===== config.mk =====
export PLATFORM = sky130hd
export DESIGN_NAME = mesh_router_param_flat
export DESIGN_NICKNAME = d
export VERILOG_FILES = /design/src/rtl/mesh_router_param_if.sv /design/src/rtl/mesh_router_param.sv /design/src/flat_wrapper.sv
export SDC_FILE = /design/constraint.sdc
export NUM_CORES = 1
export LEC_CHECK = 0
export CAP_MARGIN = 40
export CORE_MARGIN = 2
export CORE_UTILIZATION = 64
export CTS_BUF_LIST = sky130_fd_sc_hd__clkbuf_8
export DETAILED_ROUTE_END_ITERATION = 10
export PLACE_DENSITY = 0.91
export SYNTH_ARGS = -nofsm -noshare
export SYNTH_HDL_FRONTEND = slang
export SYNTH_SLANG_ARGS = --single-unit

===== constraint.sdc =====
create_clock -name clk -period 8.8 [get_ports clk]
set_input_delay 1.76 -clock clk [delete_from_list [all_inputs] [get_ports clk]]
set_output_delay 1.76 -clock clk [all_outputs]
set_load 0.005 [all_outputs]

===== src/rtl/mesh_router_param_if.sv =====
// Flit handshake and routing-table lookup bundle for mesh_router_param.
// slave is the router side; master is the environment side.
interface mesh_router_param_if #(
    parameter int PORTS    = 5,
    parameter int WIDTH    = 16,
    parameter int DIR_BITS = 3
);
    localparam int ACT_W = $clog2(PORTS + 1);

    logic [PORTS-1:0]       in_valid;
    logic [PORTS*WIDTH-1:0] in_data;
    logic [PORTS-1:0]       in_ready;
    logic [PORTS-1:0]       out_valid;
    logic [PORTS*WIDTH-1:0] out_data;
    logic [PORTS-1:0]       out_ready;
    logic [WIDTH-1:0]       table_addr;
    logic [DIR_BITS-1:0]    table_data;
    logic [ACT_W-1:0]       activity_level;

    modport slave (
        input  in_valid, in_data, out_ready, table_data,
        output in_ready, out_valid, out_data, table_addr, activity_level
    );

    modport master (
        output in_valid, in_data, out_ready, table_data,
        input  in_ready, out_valid, out_data, table_addr, activity_level
    );
endinterface


===== src/rtl/mesh_router_param.sv =====
// Parametrised mesh router: per-port input FIFOs, round-robin switch allocator, one-flit output registers.
// Optional macro ROUTER_STATS_EN adds saturating fwd_count/drop_count outputs.
module mesh_router_param #(
    parameter int PORTS    = 5,
    parameter int WIDTH    = 16,
    parameter int DEPTH    = 4,
    parameter int DIR_BITS = 3,
    parameter int ACT_HOLD = 3
) (
    input  logic               clk,
    input  logic               reset,
    mesh_router_param_if.slave bus
`ifdef ROUTER_STATS_EN
    ,
    output logic [15:0]        fwd_count,
    output logic [15:0]        drop_count
`endif
);
    localparam int AW    = $clog2(DEPTH);
    localparam int CW    = AW + 1;
    localparam int PW    = (PORTS > 1) ? $clog2(PORTS) : 1;
    localparam int ACT_W = $clog2(PORTS + 1);

    logic [WIDTH-1:0] fifo_mem [PORTS][DEPTH];
    logic [AW-1:0]    wr_ptr [PORTS];
    logic [AW-1:0]    rd_ptr [PORTS];
    logic [CW-1:0]    count [PORTS];
    logic [CW-1:0]    count_next [PORTS];
    logic [PORTS-1:0] push;
    logic [PORTS-1:0] pop;
    logic [PORTS-1:0] not_empty;
    logic [PW-1:0]    rr_ptr;
    logic [PW-1:0]    sel;
    logic             sel_valid;
    logic             dest_ok;
    logic             dest_free;
    logic             do_load;
    logic             do_drop;
    logic [WIDTH-1:0] head;
    logic [3:0]       act_cnt [PORTS];
    logic [ACT_W-1:0] act_sum;

    always_comb begin
        push      = '0;
        not_empty = '0;
        for (int i = 0; i < PORTS; i++) begin
            push[i]      = bus.in_valid[i] & bus.in_ready[i];
            not_empty[i] = (count[i] != '0);
        end
    end

    // Scan starts at rr_ptr so the input granted last cycle gets lowest priority.
    always_comb begin
        int idx;
        idx       = 0;
        sel       = '0;
        sel_valid = 1'b0;
        for (int k = 0; k < PORTS; k++) begin
            idx = int'(rr_ptr) + k;
            if (idx >= PORTS) idx = idx - PORTS;
            if (!sel_valid && not_empty[idx]) begin
                sel       = PW'(idx);
                sel_valid = 1'b1;
            end
        end
    end

    assign head           = fifo_mem[sel][rd_ptr[sel]];
    assign bus.table_addr = sel_valid ? head : '0;

    always_comb begin
        dest_ok   = (int'(bus.table_data) < PORTS);
        dest_free = 1'b0;
        for (int j = 0; j < PORTS; j++) begin
            if (int'(bus.table_data) == j) dest_free = !bus.out_valid[j] | bus.out_ready[j];
        end
        do_load = sel_valid & dest_ok & dest_free;
        do_drop = sel_valid & !dest_ok;
    end

    always_comb begin
        pop = '0;
        for (int i = 0; i < PORTS; i++) begin
            pop[i]        = (do_load | do_drop) && (sel == PW'(i));
            count_next[i] = count[i];
            if (push[i] && !pop[i])      count_next[i] = count[i] + CW'(1);
            else if (!push[i] && pop[i]) count_next[i] = count[i] - CW'(1);
        end
    end

    always_ff @(posedge clk) begin
        for (int i = 0; i < PORTS; i++) begin
            if (push[i]) fifo_mem[i][wr_ptr[i]] <= bus.in_data[i*WIDTH +: WIDTH];
        end
    end

    // in_ready is registered from the post-edge occupancy, so a full FIFO never sees a push.
    always_ff @(posedge clk or posedge reset) begin
        if (reset) begin
            bus.in_ready <= '0;
            for (int i = 0; i < PORTS; i++) begin
                wr_ptr[i] <= '0;
                rd_ptr[i] <= '0;
                count[i]  <= '0;
            end
        end else begin
            for (int i = 0; i < PORTS; i++) begin
                if (push[i]) wr_ptr[i] <= wr_ptr[i] + AW'(1);
                if (pop[i])  rd_ptr[i] <= rd_ptr[i] + AW'(1);
                count[i]        <= count_next[i];
                bus.in_ready[i] <= (count_next[i] != CW'(DEPTH));
            end
        end
    end

    always_comb begin
        act_sum = '0;
        for (int j = 0; j < PORTS; j++) begin
            if (act_cnt[j] != 4'd0) act_sum = act_sum + ACT_W'(1);
        end
    end

    // A reload in the same cycle as a drain wins, keeping out_valid high with the new flit.
    always_ff @(posedge clk or posedge reset) begin
        if (reset) begin
            rr_ptr             <= '0;
            bus.out_valid      <= '0;
            bus.out_data       <= '0;
            bus.activity_level <= '0;
            for (int j = 0; j < PORTS; j++) act_cnt[j] <= 4'd0;
        end else begin
            if (sel_valid) rr_ptr <= (sel == PW'(PORTS - 1)) ? '0 : sel + PW'(1);
            bus.activity_level <= act_sum;
            for (int j = 0; j < PORTS; j++) begin
                if (do_load && (int'(bus.table_data) == j)) begin
                    bus.out_valid[j]               <= 1'b1;
                    bus.out_data[j*WIDTH +: WIDTH] <= head;
                end else if (bus.out_valid[j] && bus.out_ready[j]) begin
                    bus.out_valid[j] <= 1'b0;
                end
                if (bus.out_valid[j] && bus.out_ready[j]) act_cnt[j] <= 4'(ACT_HOLD);
                else if (act_cnt[j] != 4'd0)              act_cnt[j] <= act_cnt[j] - 4'd1;
            end
        end
    end

`ifdef ROUTER_STATS_EN
    always_ff @(posedge clk or posedge reset) begin
        if (reset) begin
            fwd_count  <= 16'd0;
            drop_count <= 16'd0;
        end else begin
            if (do_load && fwd_count != 16'hFFFF)  fwd_count  <= fwd_count + 16'd1;
            if (do_drop && drop_count != 16'hFFFF) drop_count <= drop_count + 16'd1;
        end
    end
`endif
endmodule


===== src/flat_wrapper.sv =====
// flat-port wrapper written by rule: the top's interface ports become plain ports
module mesh_router_param_flat 
#(
    parameter int PORTS    = 5,
    parameter int WIDTH    = 16,
    parameter int DEPTH    = 4,
    parameter int DIR_BITS = 3,
    parameter int ACT_HOLD = 3
)
  (clk, reset, bus_in_valid, bus_in_data, bus_out_ready, bus_table_data, bus_in_ready, bus_out_valid, bus_out_data, bus_table_addr, bus_activity_level);
  mesh_router_param_if #(.PORTS(PORTS), .WIDTH(WIDTH), .DIR_BITS(DIR_BITS)) bus_i ();
  input  logic clk;
  input  logic reset;
  input wire logic [$bits(bus_i.in_valid)-1:0] bus_in_valid;
  input wire logic [$bits(bus_i.in_data)-1:0] bus_in_data;
  input wire logic [$bits(bus_i.out_ready)-1:0] bus_out_ready;
  input wire logic [$bits(bus_i.table_data)-1:0] bus_table_data;
  output wire logic [$bits(bus_i.in_ready)-1:0] bus_in_ready;
  output wire logic [$bits(bus_i.out_valid)-1:0] bus_out_valid;
  output wire logic [$bits(bus_i.out_data)-1:0] bus_out_data;
  output wire logic [$bits(bus_i.table_addr)-1:0] bus_table_addr;
  output wire logic [$bits(bus_i.activity_level)-1:0] bus_activity_level;
  assign bus_i.in_valid = bus_in_valid;
  assign bus_i.in_data = bus_in_data;
  assign bus_i.out_ready = bus_out_ready;
  assign bus_i.table_data = bus_table_data;
  assign bus_in_ready = bus_i.in_ready;
  assign bus_out_valid = bus_i.out_valid;
  assign bus_out_data = bus_i.out_data;
  assign bus_table_addr = bus_i.table_addr;
  assign bus_activity_level = bus_i.activity_level;
  mesh_router_param #(.PORTS(PORTS), .WIDTH(WIDTH), .DEPTH(DEPTH), .DIR_BITS(DIR_BITS), .ACT_HOLD(ACT_HOLD)) u_core (.clk(clk), .reset(reset), .bus(bus_i));
endmodule

run_1/final_congestion.png
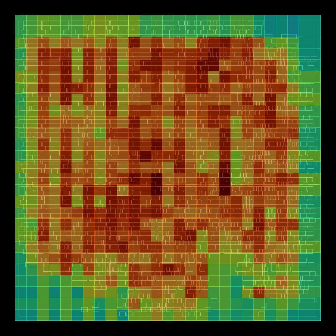
average detailed-routed wire length per instance: 27.8 um
met3 track demand over resource in global routing: 7.87%
GRT Util Overall: 36.0%

run_1/met3.png
Cells faint in the background.
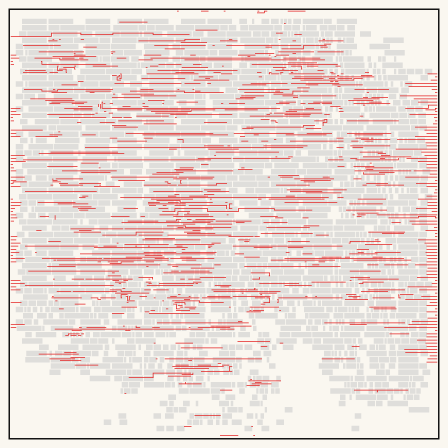
wire length on this layer = 7280 um
main direction = horizontal
share of all routed wire = 12%
via count of the routed design: 14686
Final Routed Wirelength: 61100 um

==> notes.md, run 1 <==
impl run done, here's what came out: biggest area consumer among synthesized cells sky130_fd_sc_hd__edfxtp_1, number of diodes added for antenna fixing 4, Avg Inst Size Synth 14.7 um2, buffers and inverters on the worst path 4, tightest slew margin relative to the limit 38.9%, Pre-Repair DR Iteration Count 6, placed standard-cell area 23900 um2, starting density of the core 65.0%, violation count after the first detailed-route iteration 1766, final RePlAce weighted congestion 0.882, combinational fraction of the cell area 28.4%, M1 wire length 20800 um, required arrival time at the worst endpoint 7040 ps, fraction of area in non-clock buffers 10.0%, number of levels the H-tree was split into 3, maximum number of pins on one net before global-route repair 68, setup clock skew after layout 27.5 ps, reg2reg start u_core.rr_ptr[1], Min-Delay Startpoint u_core.bus.out_data[28], core region area 32500 um2, met3 wire len 7280 um, chip area 34500 um2, Hold WC Path Type flop to flop, final-report setup violation count 0, part of the Yosys area used for sequential elements 63.3%, netlist area before placement 21200 um2, port bufs 203, most common cell in the netlist sky130_fd_sc_hd__edfxtp_1, number of pins with negative max-slew slack in the final report 0, Hold Fails Final Rpt 0, worst setup path startpoint u_core.rr_ptr[1], critical-path maximum fanout 30, area fraction of the dominant cell type after synthesis 45.4%, global-route wire length before repair 89900 um, remaining global-route overflow 0, outcome finished, final reports clean, Detail Placement HPWL 40500 um, Setup Slack @ Placement 1310 ps, highest achievable clock rate 0.119 GHz, final design area excluding fillers 25300 um2, instance count of the mapped netlist 1437, post-route worst hold slack 472 ps, Multi-In Gates 853, worst skew pair latency 610 ps, register clock-pin slew on the reported worst setup and hold paths 70 ps, Setup TNS Final 0 ps, number of clock sinks seen by CTS 471, clock buffers created by TritonCTS 74, clock distribution area overhead in the final layout 5.56%, WP data arrival 6620 ps, number of global-route vias before repair 14765, Logic area 7190 um2, initial antenna violation count 4, detailed-routed wire length on met2 29800 um, ratio of final minimum period to clock period 95.2%, Flops 471, Main area contributors sky130_fd_sc_hd__edfxtp_1 (45%), sky130_fd_sc_hd__dfrtp_1 (18%), sky130_fd_sc_hd__mux4_2 (8.1%), share of flip-flops with an asynchronous set or reset 32.1%, Hold Crit Depth 2, count of placed standard cells including taps 2058, number of nets at floorplan 1592, highest layer used for signal routing met4, Final Worst Setup Slack 420 ps, critical path's top delay family AND-OR/OR-AND gates, number of violations of the max-capacitance limit 0, Most common reg cell sky130_fd_sc_hd__edfxtp_1, unrepaired setup endpoints after global routing false, slew of the pin with the lowest slew margin 915 ps, count of cell types in the netlist 97, total number of cells along the worst setup path 16, final core area utilization 77.7%, chip area line of the yosys report 21200 um2, number of antenna-violating nets in the routed design 0, R2R cell count 16, Tapcells 442, Reg-to-Reg End u_core.bus.out_data[79], DIE HEIGHT 186 um, Fillers 1736, post-detailed-route via-to-cell ratio 6.69, combined flip-flop and latch cell area 13400 um2, area growth from synthesis to layout 19.5%, cell total in the yosys stat output 1437, fraction of area in registers 52.9%, most instantiated cells after synthesis sky130_fd_sc_hd__edfxtp_1 (320), sky130_fd_sc_hd__o21ai_1 (166), sky130_fd_sc_hd__dfrtp_1 (151), sky130_fd_sc_hd__nand2_1 (136), sky130_fd_sc_hd__mux4_2 (76), time the final worst path needs with I/O delays and setup 8380 ps, most used routing layer met2, CTS max path bufs 3, cell class with the largest area share flip-flops and latches, Post-CTS Setup Inserts 0, critical path's slowest cell sky130_fd_sc_hd__dfrtp_1, hold buffer count at cts 0, commonest non-fill, non-tap cells in the layout sky130_fd_sc_hd__edfxtp_1 (320), sky130_fd_sc_hd__clkdlybuf4s50_1 (203), sky130_fd_sc_hd__o21ai_1 (166)
run_1/met2.png
The bar under the picture is 50 um long.
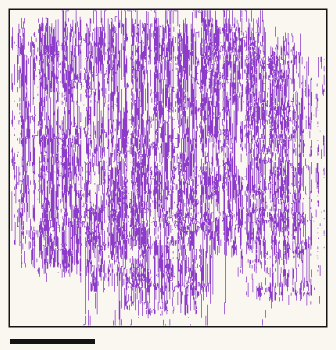
main direction = vertical
share of all routed wire = 49%
global routing met2 resource utilization: 59.7%

run_1/met1.png
The bar under the picture is 50 um long. Supply wires on this layer in grey.
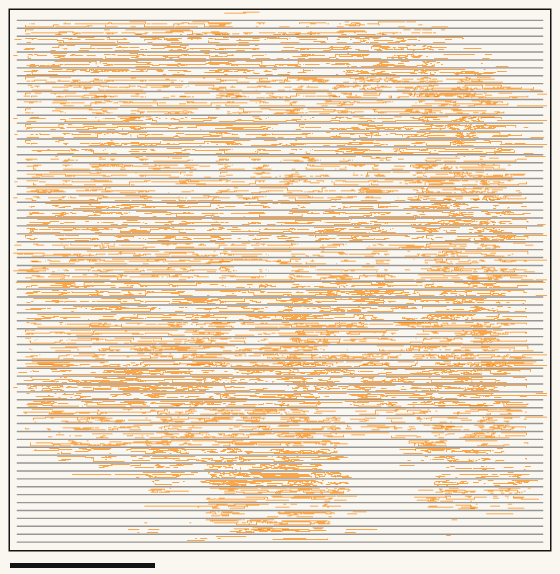
share of all routed wire = 34%
nets with wire on the layer = 1663
longest straight run = 56.6 um
met1 usage: 45.2%

-- run 1: state kept, by name, summed over array words and instances (netlist names) --
signal / cells
u_core.bus.activity_level: 3
u_core.bus.in_ready: 5
u_core.bus.out_data: 80
u_core.fifo_mem: 320
u_core.act_cnt: 20
u_core.bus.out_valid: 5
u_core.rr_ptr: 3
u_core.rd_ptr: 10
u_core.wr_ptr: 10
u_core.count: 15
-- run 1: logic make-up (layout without fill, tap and decap cells) --
family                   count (synthesis)  count (layout)  synth area share, %
buffers and inverters                  113             425                 2.73
AND-OR/OR-AND                          300             300                 9.44
AND/OR/NAND/NOR                        307             307                 7.44
flip-flops                             471             471                 63.3
XOR/XNOR                                48              48                 1.99
other                                    0               4                    0
adder cells (fa/ha/maj)                 68              68                 3.96
multiplexers                           130             130                 11.2
run_1/met4.png
The bar under the picture is 50 um long. Supply wires on this layer in grey.
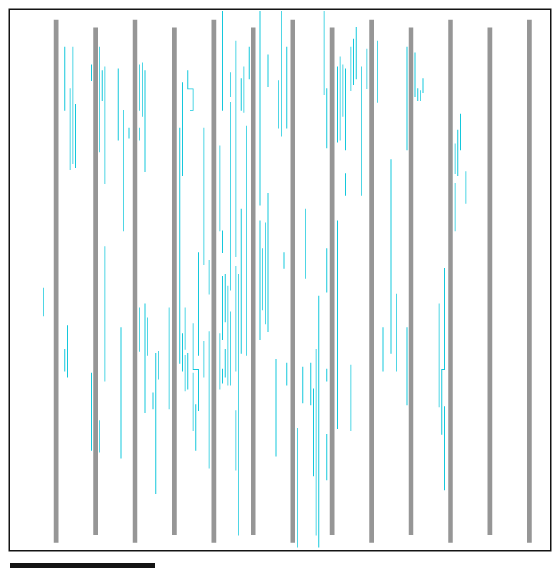

==> inputs of run 2 (changes only) <==
--- a/config.mk
+++ b/config.mk
@@ -10,7 +10,7 @@
 export CORE_UTILIZATION = 64
 export CTS_BUF_LIST = sky130_fd_sc_hd__clkbuf_8
 export DETAILED_ROUTE_END_ITERATION = 10
-export PLACE_DENSITY = 0.91
+export PLACE_DENSITY_LB_ADDON = 0.08
 export SYNTH_ARGS = -nofsm -noshare
 export SYNTH_HDL_FRONTEND = slang
 export SYNTH_SLANG_ARGS = --single-unit
run_2/met4.png
The bar under the picture is 50 um long. Supply wires on this layer in grey.
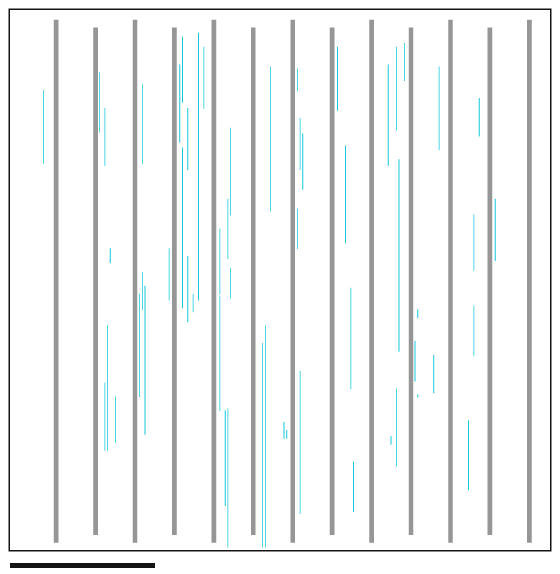
nets with wire on the layer = 41
share of all routed wire = 2.9%
longest straight run = 91.8 um

==> notes.md, run 2 <==
impl run done, here's what came out: outcome finished, final reports clean, detailed-routed wire length on met2 24900 um, global-route wire length before repair 77800 um, endpoint of the most critical setup path bus_table_addr[14], final core area utilization 77.6%, Main area contributors sky130_fd_sc_hd__edfxtp_1 (45%), sky130_fd_sc_hd__dfrtp_1 (18%), sky130_fd_sc_hd__mux4_2 (8.1%), Worst Hold End u_core.bus.out_data[42], average detailed-routed wire length per instance 23.5 um, via count of the routed design 13519, violation count after the first detailed-route iteration 1293, placed standard-cell area 23800 um2, crit end category output port, critical path's top delay family AND-OR/OR-AND gates, count of cells resized by post-cts repair 0, GRT Util Overall 30.6%, OpenROAD warnings 62, critical-path maximum fanout 48, number of nets in the final layout 1849, Detail Placement HPWL 36200 um, ratio of final minimum period to clock period 92.7%, Fillers 1954, critical path's slowest cell sky130_fd_sc_hd__and2_4, post-detailed-route via-to-cell ratio 6.16, chip area line of the yosys report 21200 um2, unrepaired setup endpoints after global routing false, R2R cell count 17, met1 usage 40.8%, area growth from synthesis to layout 19.3%, area fraction of the dominant cell type after synthesis 45.4%, Clk Tree Root Cell sky130_fd_sc_hd__clkbuf_8, Hold Crit Depth 2, most used routing layer met2, chip area 34500 um2, highest-count logic cell in the final layout sky130_fd_sc_hd__edfxtp_1, most instantiated cells after synthesis sky130_fd_sc_hd__edfxtp_1 (320), sky130_fd_sc_hd__o21ai_1 (166), sky130_fd_sc_hd__dfrtp_1 (151), sky130_fd_sc_hd__nand2_1 (136), sky130_fd_sc_hd__mux4_2 (76), part of the Yosys area used for sequential elements 63.3%, Final Routed Wirelength 51700 um, remaining global-route overflow 0, Setup TNS Final 0 ps, time the final worst path needs with I/O delays and setup 8160 ps, total number of cells along the worst setup path 17, number of global-route vias before repair 13347, Min-Delay Startpoint u_core.bus.out_data[42], number of clock sinks seen by CTS 471, hold buffer count at cts 0, proportion of layout cells with a drive suffix above 1 16.9%, tightest slew margin relative to the limit 40.6%, TritonCTS clock tree yes, CTS max path bufs 3, met3 track demand over resource in global routing 7.69%, Post-CTS Setup Inserts 0, final design area excluding fillers 25300 um2, Reg-to-Reg End u_core.bus.out_data[15], highest achievable clock rate 0.123 GHz, final RePlAce weighted congestion 0.887, biggest area consumer among synthesized cells sky130_fd_sc_hd__edfxtp_1, setup clock skew after layout 33.5 ps, number of flip-flops under the largest register name 320, Pre-Repair DR Iteration Count 6, fraction of the mapped netlist area in simple logic gates 7.44%, nature of the critical path startpoint flop, Synth mux share 11.2%, YS warnings 0, ao+oa area frac 9.44%, netlist area before placement 21200 um2, required arrival time at the worst endpoint 7040 ps, share of flip-flops with an asynchronous set or reset 32.1%, number of nets at floorplan 1592, I/O pin count 204, Adder Share, Synth 3.96%, Worst Path Class, Setup flop to output port, global routing met2 resource utilization 49.6%, starting density of the core 65.0%, Hold Fails Final Rpt 0, WP data arrival 6400 ps, register clock-pin slew on the reported worst setup and hold paths 60 ps, number of levels the H-tree was split into 3, commonest non-fill, non-tap cells in the layout sky130_fd_sc_hd__edfxtp_1 (320), sky130_fd_sc_hd__clkdlybuf4s50_1 (203), sky130_fd_sc_hd__o21ai_1 (166), met3 wire len 5060 um, number of antenna-violating nets in the routed design 0, most common cell in the netlist sky130_fd_sc_hd__edfxtp_1, M1 wire length 20200 um, post-route worst hold slack 483 ps, count of flip-flops with a built-in enable after synthesis 320, final-report setup violation count 0, buffers and inverters on the worst path 4, worst setup path startpoint u_core.rr_ptr[1], Avg Inst Size Synth 14.7 um2, slew of the pin with the lowest slew margin 888 ps, worst skew pair latency 610 ps, DIE HEIGHT 186 um, initial antenna violation count 7, maximum number of pins on one net before global-route repair 76, Logic family by area multiplexers, reg2reg start u_core.rr_ptr[1], longest individual stage delay on the worst path 650 ps, port bufs 203, num rows 66, instance count of the mapped netlist 1437, cell total in the yosys stat output 1437, clock buffers created by TritonCTS 74, number of register bits inferred by synthesis 471, number of pins with negative max-slew slack in the final report 0, highest layer used for signal routing met5, core region area 32500 um2, count of cell types in the netlist 97, number of violations of the max-capacitance limit 0, # DRC 0, fraction of synthesized cell area in xor and xnor cells 1.99%, Most common reg cell sky130_fd_sc_hd__edfxtp_1, Hold WC Path Type flop to flop, Die X 186 um
[run 2: metrics by stage]
step | std cells | setup slack, ps
after floorplan | 1437 | 2610
after global placement | 2046 | 1450
after detailed placement | 2060 | 1370
after CTS | 2191 | 700
after global routing | 2194 | 180
final | 2195 | 644
[run 2: area by class of cell]
cell class	instances	area, um2	area share (%)
clock buffers	82	1130	4.47
flip-flops and latches	471	13400	53.0
multi-input cells	853	7190	28.5
inverters	51	199	0.788
well taps	442	553	2.19
diodes	4	10.0	0.0396
repair buffers	243	2490	9.87
clock inverters	49	287	1.13
[run 2: tightest hold or removal path: cells and delay by family (launching register included)]
kind | cells | cell delay, ps
flops | 1 | 330
simple gates | 1 | 50
compound gates | 1 | 60
run_2/met2.png
The bar under the picture is 50 um long.
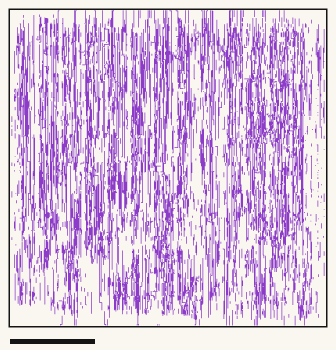

==> inputs of run 3 (changes only) <==
--- a/config.mk
+++ b/config.mk
@@ -10,6 +10,7 @@
 export CORE_UTILIZATION = 64
 export CTS_BUF_LIST = sky130_fd_sc_hd__clkbuf_8
 export DETAILED_ROUTE_END_ITERATION = 10
+export GPL_ROUTABILITY_DRIVEN = 0
 export PLACE_DENSITY_LB_ADDON = 0.08
 export SYNTH_ARGS = -nofsm -noshare
 export SYNTH_HDL_FRONTEND = slang
==> constraint.sdc (replaced) <==
create_clock -name clk -period 9.5 [get_ports clk]
set_input_delay 1.9 -clock clk [delete_from_list [all_inputs] [get_ports clk]]
set_output_delay 1.9 -clock clk [all_outputs]
set_load 0.005 [all_outputs]
run_3/met2.png
The bar under the picture is 50 um long.
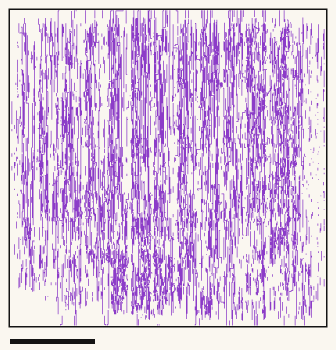
share of all routed wire = 47%
wire length on this layer = 24.7 mm
nets with wire on the layer = 1606

==> notes.md, run 3 <==
impl run done, here's what came out: post-route worst hold slack 483 ps, core region area 32500 um2, number of violations of the max-capacitance limit 0, outcome finished, final reports clean, Pre-Repair DR Iteration Count 5, GRT Util Overall 30.9%, clock buffers created by TritonCTS 74, via count of the routed design 13602, I/O pin count 204, final-report setup violation count 0, detailed-routed wire length on met2 24700 um, chip area line of the yosys report 21200 um2, initial antenna violation count 5, critical path's slowest cell sky130_fd_sc_hd__a32oi_4, hold buffer count at cts 0, Final Routed Wirelength 52100 um, average detailed-routed wire length per instance 23.8 um, crit end category output port, Reg-to-Reg End u_core.bus.out_data[31], required arrival time at the worst endpoint 7600 ps, CTS max path bufs 3, maximum number of pins on one net before global-route repair 92, # DRC 0, area fraction of the dominant cell type after synthesis 45.4%, worst setup path startpoint u_core.rr_ptr[0], slew of the pin with the lowest slew margin 942 ps, Most common reg cell sky130_fd_sc_hd__edfxtp_1, global routing met2 resource utilization 49.5%, combined flip-flop and latch cell area 13400 um2, number of nets at floorplan 1592, number of global-route vias before repair 13443, part of the Yosys area used for sequential elements 63.3%, share of flip-flops with an asynchronous set or reset 32.1%, number of antenna-violating nets in the routed design 0, most instantiated cells after synthesis sky130_fd_sc_hd__edfxtp_1 (320), sky130_fd_sc_hd__o21ai_1 (166), sky130_fd_sc_hd__dfrtp_1 (151), sky130_fd_sc_hd__nand2_1 (136), sky130_fd_sc_hd__mux4_2 (76), instance count of the mapped netlist 1437, placed standard-cell area 23800 um2, post-route non-filler standard cell count 2189, total number of cells along the worst setup path 18, met3 track demand over resource in global routing 5.09%, met1 usage 44.0%, ao+oa area frac 9.44%, R2R cell count 17, critical path's top delay family AND-OR/OR-AND gates, Worst Path Class, Setup flop to output port, proportion of layout cells with a drive suffix above 1 16.7%, Fillers 1933, number of levels the H-tree was split into 3, cell total in the yosys stat output 1437, nature of the critical path startpoint flop, Final Worst Setup Slack 920 ps, met3 wire len 5090 um, WP data arrival 6680 ps, Synth mux share 11.2%, ratio of final minimum period to clock period 90.3%, count of cell types in the netlist 97, biggest area consumer among synthesized cells sky130_fd_sc_hd__edfxtp_1, number of clock sinks seen by CTS 471, fraction of the mapped netlist area in simple logic gates 7.44%, number of pins with negative max-slew slack in the final report 0, Avg Inst Size Synth 14.7 um2, Hold Fails Final Rpt 0, chip area 34500 um2, number of register bits inferred by synthesis 471, setup clock skew after layout 35.8 ps, Hold Crit Depth 2, TritonCTS clock tree yes, highest achievable clock rate 0.117 GHz, starting density of the core 65.0%, unrepaired setup endpoints after global routing false, Adder Share, Synth 3.96%, Main area contributors sky130_fd_sc_hd__edfxtp_1 (45%), sky130_fd_sc_hd__dfrtp_1 (18%), sky130_fd_sc_hd__mux4_2 (8.1%), remaining global-route overflow 0, Min-Delay Startpoint u_core.bus.out_data[25], M1 wire length 20900 um, highest layer used for signal routing met5, fraction of synthesized cell area in xor and xnor cells 1.99%, area growth from synthesis to layout 19.2%, register clock-pin slew on the reported worst setup and hold paths 70 ps, longest individual stage delay on the worst path 840 ps, most used routing layer met2, final design area excluding fillers 25200 um2, count of placed standard cells including taps 2057, reg2reg start u_core.rr_ptr[0], YS warnings 0, Worst Hold End u_core.bus.out_data[25], num rows 66, DIE HEIGHT 186 um, Clk Tree Root Cell sky130_fd_sc_hd__clkbuf_8, port bufs 203, number of nets in the final layout 1848, count of flip-flops with a built-in enable after synthesis 320, most common cell in the netlist sky130_fd_sc_hd__edfxtp_1, critical-path maximum fanout 23, final core area utilization 77.5%, worst skew pair latency 630 ps, global-route wire length before repair 78900 um, count of cells resized by post-cts repair 0, netlist area before placement 21200 um2
## run 3: cell type report
class	instances	area share (%)
Sequential cell	471	53.1
Clock buffer	78	4.26
Clock inverter	50	1.08
Timing Repair Buffer	242	10.0
Inverter	51	0.789
Multi-Input combinational cell	853	28.5
Antenna cell	2	0.0199
Tap cell	442	2.19
